## src/rtl/sys_reg_file_pkg.sv

```systemverilog
// sys_reg_file_pkg: shared register addresses, SR1 field layout, masks and FSM states.
package sys_reg_file_pkg;
  localparam logic [1:0] ADDR_SR1 = 2'd0;
  localparam logic [1:0] ADDR_PSR = 2'd1;
  localparam logic [1:0] ADDR_PPC = 2'd2;
  localparam int SR1_MMUMOD_LSB = 0;
  localparam int SR1_IM_BIT = 2;
  localparam int SR1_CMOD_LSB = 5;
  localparam logic [31:0] SR1_MASK = 32'h0000_0067;
  localparam logic [31:0] EXC_CLR_MASK = 32'h0000_0064;
  localparam logic [1:0] CMOD_KERNEL = 2'b00;
  typedef enum logic [1:0] {IDLE, EXC_SAVE, EXC_SET, RET} state_e;
endpackage

```

## src/rtl/sys_reg_file.sv

```systemverilog
// sys_reg_file: SR1/PSR/PPC system registers with exception entry/return sequencing.
module sys_reg_file
  import sys_reg_file_pkg::*;
(
  input  logic        iCLOCK,
  input  logic        inRESET,
  input  logic        iWR_VALID,
  output logic        oWR_BUSY,
  input  logic [1:0]  iWR_ADDR,
  input  logic [31:0] iWR_DATA,
  input  logic [1:0]  iRD_ADDR,
  output logic [31:0] oRD_DATA,
  input  logic        iEXC_VALID,
  input  logic [31:0] iEXC_PC,
  input  logic        iRET_VALID,
  output logic        oEXC_DONE,
  output logic        oRET_DONE,
  output logic [31:0] oSR1,
  output logic [1:0]  oSR1_MMUMOD,
  output logic        oSR1_IM,
  output logic [1:0]  oSR1_CMOD
);
  state_e state_q, state_d;
  logic [31:0] sr1_q, sr1_d, psr_q, psr_d, ppc_q, ppc_d;
  logic wr_go;
  function automatic logic [31:0] sr_merge(input logic [31:0] old_v, input logic [31:0] new_v,
                                           input logic [31:0] wmask);
    return ((old_v & ~wmask) | (new_v & wmask)) & SR1_MASK;
  endfunction
  // Exception wins over return, return over write; losers are held off via busy.
  assign wr_go = (state_q == IDLE) && iWR_VALID && !iEXC_VALID && !iRET_VALID;
  always_comb begin
    state_d = state_q;
    sr1_d = sr1_q;
    psr_d = psr_q;
    ppc_d = ppc_q;
    case (state_q)
      IDLE: begin
        state_d = iEXC_VALID ? EXC_SAVE : iRET_VALID ? RET : IDLE;
        psr_d = iEXC_VALID ? sr1_q : (wr_go && iWR_ADDR == ADDR_PSR) ? sr_merge(psr_q, iWR_DATA, SR1_MASK) : psr_q;
        ppc_d = iEXC_VALID ? iEXC_PC : (wr_go && iWR_ADDR == ADDR_PPC) ? iWR_DATA : ppc_q;
        sr1_d = (!iEXC_VALID && iRET_VALID) ? psr_q : (wr_go && iWR_ADDR == ADDR_SR1) ? sr_merge(sr1_q, iWR_DATA, SR1_MASK) : sr1_q;
      end
      EXC_SAVE: begin
        state_d = EXC_SET;
        sr1_d = sr_merge(sr1_q, 32'(CMOD_KERNEL) << SR1_CMOD_LSB, EXC_CLR_MASK);
      end
      EXC_SET: state_d = IDLE;
      RET: state_d = IDLE;
    endcase
  end
  always_ff @(posedge iCLOCK or negedge inRESET) begin
    if (!inRESET) begin
      state_q <= IDLE;
      sr1_q <= '0;
      psr_q <= '0;
      ppc_q <= '0;
    end else begin
      state_q <= state_d;
      sr1_q <= sr1_d;
      psr_q <= psr_d;
      ppc_q <= ppc_d;
    end
  end
  always_comb begin
    oWR_BUSY = (state_q != IDLE) || iEXC_VALID || iRET_VALID;
    oEXC_DONE = state_q == EXC_SET;
    oRET_DONE = state_q == RET;
    oRD_DATA = (iRD_ADDR == ADDR_SR1) ? sr1_q : (iRD_ADDR == ADDR_PSR) ? psr_q : (iRD_ADDR == ADDR_PPC) ? ppc_q : '0;
    oSR1 = sr1_q;
    oSR1_MMUMOD = sr1_q[SR1_MMUMOD_LSB +: 2];
    oSR1_IM = sr1_q[SR1_IM_BIT];
    oSR1_CMOD = sr1_q[SR1_CMOD_LSB +: 2];
  end
endmodule

```

## config.mk

```make
export PLATFORM = sky130hd
export DESIGN_NAME = sys_reg_file
export DESIGN_NICKNAME = d
export VERILOG_FILES = /design/src/rtl/sys_reg_file_pkg.sv /design/src/rtl/sys_reg_file.sv
export SDC_FILE = /design/constraint.sdc
export NUM_CORES = 1
export LEC_CHECK = 0
export CAP_MARGIN = 20
export CORE_ASPECT_RATIO = 0.8
export CORE_UTILIZATION = 45
export DETAILED_ROUTE_END_ITERATION = 10
export PLACE_DENSITY = 0.85
export SYNTH_ARGS = -nofsm -noshare
export SYNTH_HDL_FRONTEND = slang
export SYNTH_SLANG_ARGS = --single-unit
```

## constraint.sdc

```tcl
create_clock -name iCLOCK -period 2.2 [get_ports iCLOCK]
set_input_delay 0.22 -clock iCLOCK [delete_from_list [all_inputs] [get_ports iCLOCK]]
set_output_delay 0.22 -clock iCLOCK [all_outputs]
set_load 0.02 [all_outputs]
```

Fig. 1: floorplan with the power grid
The bar under the picture is 20 µm long. Pins as bars on the die edge.
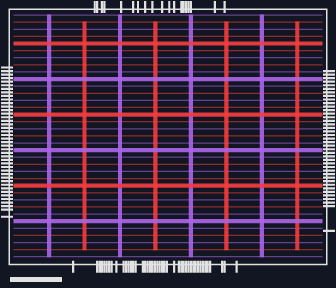
Key: VDD = red; VSS = purple
35 met1 rails follow the rows. 8 straps on met4. The core has 34 rows. 145 signal pins sit on the boundary. 6 straps on met5.
width of the chip: 121 µm
maximum vdd drop: 0.000681 V

Fig. 2: cell classes on the final placement
Fill, decap, tap and diode cells in grey.
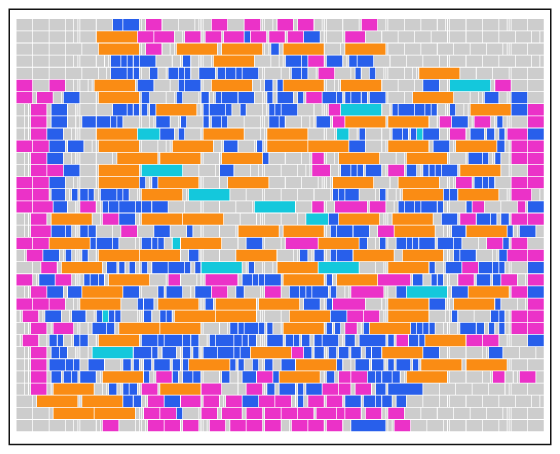
Key: all other logic = blue [cells 389, share of their area 35%]; clock drivers and dummy loads = cyan [cells 15, share of their area 4.0%]; other buffers and delay cells = magenta [cells 164, share of their area 25%]; flip-flops = orange [cells 98, share of their area 36%]
FP Rows: 34
Core ar.: 10900 µm²
post-route cell area: 7010 µm²

Fig. 3: clock distribution
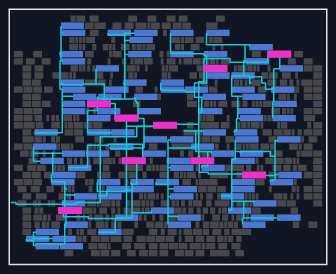
Key: flip-flops = blue [count 98]; cells driving clock nets = magenta [count 9]; clock wires = cyan [length 1110 µm]
There are 10 routed clock nets.
Worst Skew: 7.48 ps
P_clk: 1.45 mW
Latency at later pin: 340 ps
Clock power frac: 22.6%

Fig. 4: signal wires by layer
The bar under the picture is 20 µm long. Only two layers are drawn.
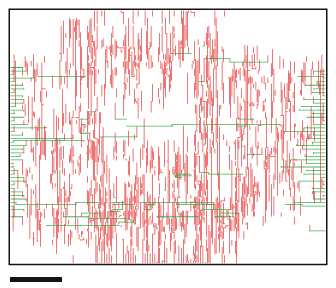
Key: met3 = green [wire length 862 µm]; met2 = red [wire length 6150 µm]
Via Count: 4297
Global Route Usage Sum: 22.5%
total wire length: 12.8 mm
routed len/inst: 15.8 µm

Fig. 5: clock nets
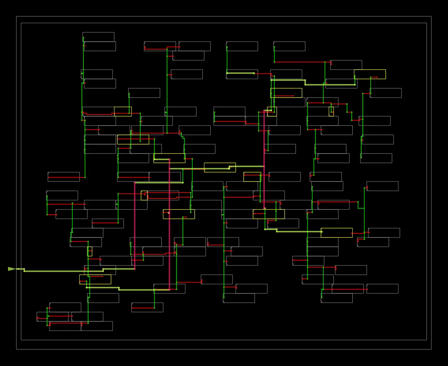
registers: 98
CLK BUF: 13
CTS Sinks: 98
Num CTS Buffers: 9

==> metrics by stage <==
step | area [µm²] | utilization (%) | hold slack [ps] | setup slack, ps | cells
after global routing | 7010 | 64.2 | 328 | -0.591 | 810
after detailed placement | 6700 | 61.2 | 175 | 13.3 | 794
after floorplan | 5090 | - | -75.6 | 450 | 529
after CTS | 6980 | 63.8 | 319 | 6.75 | 810
final | 7010 | 64.2 | 324 | 75.5 | 810
after global placement | 6700 | 61.2 | 174 | 34.7 | 794
==> registers in the layout, summed over array words and instances (netlist names) <==
| name | flops |
|---|---|
| ppc_q | 32 |
| state_q | 2 |
| oSR1 | 32 |
| psr_q | 32 |
==> kinds of logic (layout without fill, tap and decap cells) <==
logic type | after synthesis | in the layout | share of synthesized area, %
mux | 91 | 91 | 18.0
simple gates | 154 | 154 | 12.6
compound gates | 116 | 116 | 14.6
buf+inv | 70 | 207 | 6.73
flops | 98 | 98 | 48.2
==> synthesized netlist by cell type (10+ instances only) <==
master / instances
nand2_1: 101
nor2_1: 35
a21oi_2: 28
o21ai_0: 40
inv_1: 27
dfrtp_1: 98
a21oi_1: 17
nor2b_1: 10
mux2i_1: 88
o22ai_1: 27
buf_2: 10
clkbuf_1: 20
==> timing repair <==
action                     CTS  global route
hold endpoints to repair    29             0
hold buffers                 1             0
resized                      0            14
setup endpoints to repair    0            14
==> cell usage in the layout, fill, tap and decap left out, drive strengths merged, types with 3 or more instances in the layout <==
master           n
dfrtp           98
o21ai           41
inv             28
o22ai           27
clkbuf          13
buf             22
clkdlybuf4s50  128
nor2b           10
a21oi           45
mux2i           88
dlymetal6s2s    13
nand2          101
mux2             3
nor2            36
==> path summary, 6_finish.rpt <==
kind                                            from                     to  slack, ps  cells after the start
min in group asynchronous                    inRESET  ppc_q[29]$_DFFE_PN0P_        350                      2
worst min register to register  psr_q[2]$_DFFE_PN0P_   psr_q[2]$_DFFE_PN0P_        510                      2
worst max-delay path                     iRD_ADDR[1]           oRD_DATA[11]         80                      6
worst min-delay path                      iEXC_VALID   state_q[0]$_DFF_PN0_        320                      2
worst max register to register  state_q[0]$_DFF_PN0_  ppc_q[21]$_DFFE_PN0P_        390                      6
max in group asynchronous                    inRESET   oSR1[19]$_DFFE_PN0P_       1120                      3
==> critical path, stage by stage <==
cell             delay (ps)
clkdlybuf4s50_1         470
nor2b_2                 170
buf_4                   230
nand2_1                  70
o21ai_0                  90
clkdlybuf4s50_1         640
==> final cells by class <==
type / instances / area, µm²
repair buffers: 164 / 1690
well taps: 144 / 180
multi-input cells: 361 / 2310
inverters: 28 / 105
clock buffers: 13 / 260
flip-flops and latches: 98 / 2450
fillers: 852 / 3920
clock inverters: 2 / 12.5
==> layer usage <==
metal | global-route usage (%) | vias to the layer above | wire, µm
met1 | 28.5 | 2081 | 5600
met5 | 0 | - | 0
met2 | 38.1 | 154 | 6150
met4 | 7.41 | 0 | 230
met3 | 5.05 | 18 | 862
li1 | - | 2044 | -
==> report_power, final <==
| part | total, mW | internal, mW | switching (mW) |
|---|---|---|---|
| logic | 2.48 | 1.12 | 1.36 |
| registers | 2.49 | 2.19 | 0.300 |
| clock network | 1.45 | 0.821 | 0.631 |
==> results_slide.txt <==
Synthesis and Place & Route Summary

Timing
  • FMAX: roughly 470 MHz
  • Worst-Margin Slew: 865 ps
  • Post-layout period usage: ~97%
  • Final setup vio count: 0
  • Minimum clock period: ~2100 ps
  • Slew Limit Fails: 0
  • Relative slew slack: a little over two fifths
  • Fin. Hold Viols: 0
  • Final setup TNS: 0 ps

Floorplanning
  • Die area: approximately 12000 µm²
  • I/O Pins: 145
  • FP Util: between 40 and 50%

Cells and area
  • Antenna fix cells: 0
  • Layout area overhead: 37.7%
  • Fraction of layout cells with a size suffix above 1: between 10 and 15%
  • Final Net Count: around 740

Clock tree
  • H-tree depth: 3
  • Post-CTS Repair Setup Buffers: 0
  • Root buffer cell: clkbuf_16
  • TritonCTS clock tree: yes
  • CTS max path bufs: 2
  • Clock transition at path regs: approximately 60 ps

Yosys
  • Post-synthesis instance total: about 530
  • FF+latch count, synth: 98
  • Yosys chip area: 5090 µm²
  • Mapped Area: 5090 µm²
  • Yosys Instances: around 530
  • Post-Syn Nets: about 600
  • Cell type with the largest total area: dfrtp_1
  • Unique cell types: 28
  • Async SR Flop Fraction: 100%
  • Count of library flops with an enable pin: 0
  • Ys flop type: dfrtp_1
  • Register share after synthesis: about 48%
  • Top area cell types: dfrtp_1, mux2i_1, nand2_1, a21oi_2, o21ai_0
  • Area share, top type: 48.2%
  • Syn Area/Cell: around 9.6 µm²
  • Yosys warnings: 0

Global routing
  • Largest net degree at the start of global routing: between 50 and 60
  • Grt total ovfl: 0
  • First-pass GRT wire length: 20.8 mm
  • Number of global-route vias before repair: between 4000 and 5000
  • Initial antenna violation count: 0

Route
  • Initial DRC Count: roughly 230
  • DRC violations left: 0
  • Vias per inst: 5.30
  • Drt first pass iters: 5
  • ANT nets after route: 0

Power
  • Total power: approximately 6.4 mW
  • PD cells: roughly 920 nW/µm²
  • Leak: about 3.1 nW

Worst setup path
  • Worst path arrival time: ~1900 ps
  • CP Capture Type: primary output
  • Worst EP required: roughly 2000 ps
  • Critical path fanouts, max: 14
  • Crit Path Class: in -> out
  • Setup crit start kind: input port

Flow run
  • Count of tool warnings: 26
  • MaxCap Viol Count: 0

Status
  • Status: finished, final reports clean

Place
  • Gp weighted congestion: ~0.84
  • Port bufs: about 140
  • Detail Placement HPWL: 9.40 mm

Min path
  • Worst min-delay path class: in -> reg
Power is estimated from default activity; no workload was simulated.
